File: config.mk
export PLATFORM = sky130hd
export DESIGN_NAME = spi_master_tx
export DESIGN_NICKNAME = d
export VERILOG_FILES = /design/src/rtl/spi_pkg.sv /design/src/rtl/spi_tick_gen.sv /design/src/rtl/spi_master_tx.sv
export SDC_FILE = /design/constraint.sdc
export NUM_CORES = 1
export LEC_CHECK = 0
export CAP_MARGIN = 0
export CORE_UTILIZATION = 25
export CTS_BUF_LIST = sky130_fd_sc_hd__clkbuf_4
export CTS_CLUSTER_DIAMETER = 150
export DETAILED_ROUTE_END_ITERATION = 7
export GPL_ROUTABILITY_DRIVEN = 0
export REMOVE_ABC_BUFFERS = 1
export SLEW_MARGIN = 40
export SYNTH_ARGS = -nofsm -noshare
export SYNTH_HDL_FRONTEND = slang
export SYNTH_SLANG_ARGS = --single-unit
File: constraint.sdc
create_clock -name clk -period 2.4 [get_ports clk]
set_clock_uncertainty 0.15 [all_clocks]
set_input_delay 0.48 -clock clk [delete_from_list [all_inputs] [get_ports clk]]
set_output_delay 0.48 -clock clk [all_outputs]
set_load 0.005 [all_outputs]
File: src/rtl/spi_pkg.sv
// spi_pkg: shared frame width default and transmitter state encoding.
package spi_pkg;
  localparam int DEF_DATA_W = 24;
  typedef enum logic [2:0] {IDLE, SHIFT_LO, SHIFT_HI, TAIL, CS_HI, COMMIT} state_t;
endpackage

File: src/rtl/spi_tick_gen.sv
// spi_tick_gen: pulses tick on the last cycle of every CLK_DIV-cycle state.
module spi_tick_gen #(
  parameter int CLK_DIV = 4
) (
  input  logic clk,
  input  logic rst_n,
  input  logic restart,
  output logic tick
);
  localparam int W = $clog2(CLK_DIV + 1);
  logic [W-1:0] cnt;
  always_ff @(posedge clk or negedge rst_n)
    if (!rst_n) cnt <= '0;
    else if (restart) cnt <= W'(CLK_DIV - 1);
    else if (cnt != '0) cnt <= cnt - 1'b1;
  assign tick = cnt == '0;
endmodule

File: src/rtl/spi_master_tx.sv
// spi_master_tx: shifts a word out MSB first on sck/sda under cs, then issues a commit pulse.
module spi_master_tx import spi_pkg::*; #(
  parameter int DATA_W  = DEF_DATA_W,
  parameter int CLK_DIV = 4
) (
  input  logic              clk,
  input  logic              rst_n,
  input  logic [DATA_W-1:0] tx_data,
  input  logic              tx_valid,
  output logic              tx_ready,
  output logic              busy,
  output logic              done,
  output logic              sck,
  output logic              sda,
  output logic              cs
);
  localparam int CW = $clog2(DATA_W);
  state_t state, nxt;
  logic [DATA_W-1:0] sh, sh_nxt;
  logic [CW-1:0] bits, bits_nxt;
  logic tick, adv, cs_low;
  spi_tick_gen #(.CLK_DIV(CLK_DIV)) u_tick (.clk(clk), .rst_n(rst_n), .restart(adv), .tick(tick));
  always_comb begin
    nxt = state;
    sh_nxt = sh;
    bits_nxt = bits;
    case (state)
      IDLE: if (tx_valid) begin
        nxt = SHIFT_LO;
        sh_nxt = tx_data;
        bits_nxt = CW'(DATA_W - 1);
      end
      SHIFT_LO: if (tick) nxt = SHIFT_HI;
      SHIFT_HI: if (tick) begin
        nxt = bits == '0 ? TAIL : SHIFT_LO;
        sh_nxt = bits == '0 ? sh : sh << 1;
        bits_nxt = bits == '0 ? bits : bits - 1'b1;
      end
      TAIL: if (tick) nxt = CS_HI;
      CS_HI: if (tick) nxt = COMMIT;
      COMMIT: if (tick) nxt = IDLE;
      default: nxt = IDLE;
    endcase
  end
  // every transition changes state, so a state change is exactly a divider restart
  assign adv = nxt != state;
  assign cs_low = nxt inside {SHIFT_LO, SHIFT_HI, TAIL};
  always_ff @(posedge clk or negedge rst_n)
    if (!rst_n) begin
      state <= IDLE;
      sh <= '0;
      bits <= '0;
      tx_ready <= 1'b1;
      busy <= 1'b0;
      done <= 1'b0;
      sck <= 1'b0;
      sda <= 1'b0;
      cs <= 1'b1;
    end else begin
      state <= nxt;
      sh <= sh_nxt;
      bits <= bits_nxt;
      tx_ready <= nxt == IDLE;
      busy <= nxt != IDLE;
      done <= state == COMMIT && nxt == IDLE;
      sck <= nxt == SHIFT_HI || nxt == COMMIT;
      sda <= cs_low && sh_nxt[DATA_W-1];
      cs <= !cs_low;
    end
endmodule

==> impl_report.txt <==
=== SYNTHESIS / PLACE & ROUTE SUMMARY ===
----------------------------------------------------
[Synth]
  Largest cells by area after synthesis ........................ dfrtp_1 48%, a22o_1 9.9%, a21o_1 8.1%
  Logic family by area ........................ AND-OR/OR-AND gates
  Number of library cell types mapped by synthesis ........................ 48
  Ys Warns ........................ 0
  Leading register cell type out of synthesis ........................ dfrtp_1
  Seq share, synth ........................ 50.4%

[CTS]
  Total clock buffers created by CTS ........................ 5
  Clk slew on worst S/H paths ........................ 130 ps
  Buffer levels on the longest clock path ........................ 2
  Root buffer cell ........................ clkbuf_4
  Clock tree from TritonCTS ........................ done
  Number of buffers inserted by hold repair at cts ........................ 1

[Finish]
  Post-route cell area ........................ 2620 um2
  Final Util ........................ 33.5%
  Clock network contribution to total cell area ........................ 4.07%
  Number of flip-flops and latches ........................ 41

[Placed design]
  Number of cells in the design after placement ........................ 299

[GRT]
  Aggregate global routing overflow ........................ 0

[Route]
  Detailed-route vias per instance ........................ 4.78
  Highest layer used for signal routing ........................ met4
  First-pass iteration count of the detailed router ........................ 4

[Hold path]
  Hold-critical path depth ........................ 1
  Hold Crit Class ........................ flop to flop
  Worst Hold Launch ........................ sh[20]

[Run]
  Number of logged tool warnings ........................ 27
  Number of max-cap violations ........................ 0

[Worst setup path]
  R2R Setup Slk ........................ 180 ps
  Startpoint Class ........................ flop
  Max stage delay cell, worst path ........................ a2111oi_4
  Worst EP required ........................ 2500 ps

[Power and ir drop]
  Max IR drop VDD ........................ 0.310 mV
  Proportion of total power due to net switching ........................ 32.3%

[Floorplan]
  Total I/O pin count ........................ 33
  CORE AREA ........................ 7810 um2

[Timing]
  Smallest setup slack after layout ........................ 183 ps

[Outcome]
  Result of the run ........................ finished, final reports clean

----------------------------------------------------
layer_met1.png
The bar under the picture is 20 um long.
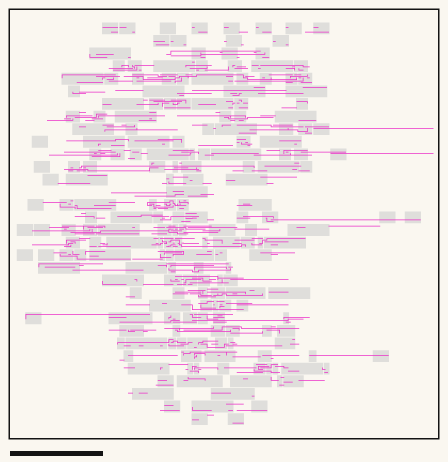
main direction = horizontal
nets with wire on the layer = 208
wire length on this layer = 2,010 um

layer_met2.png
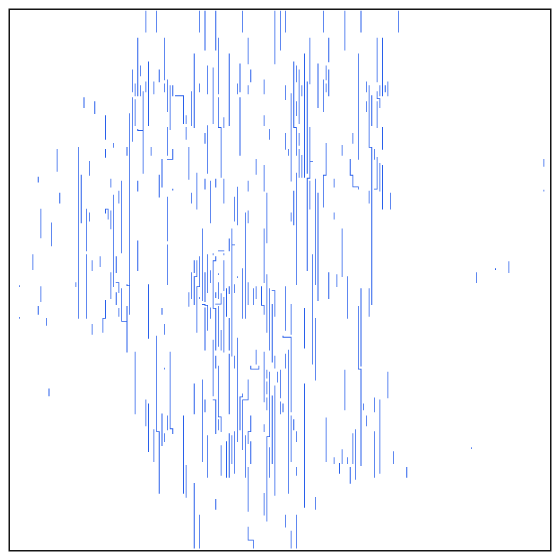
share of all routed wire = 45%
main direction = vertical
nets with wire on the layer = 206
longest straight run = 34.3 um
met2 Usage GRT: 16.1%
Via Count: 1,473

Power is estimated from default activity; no workload was simulated.
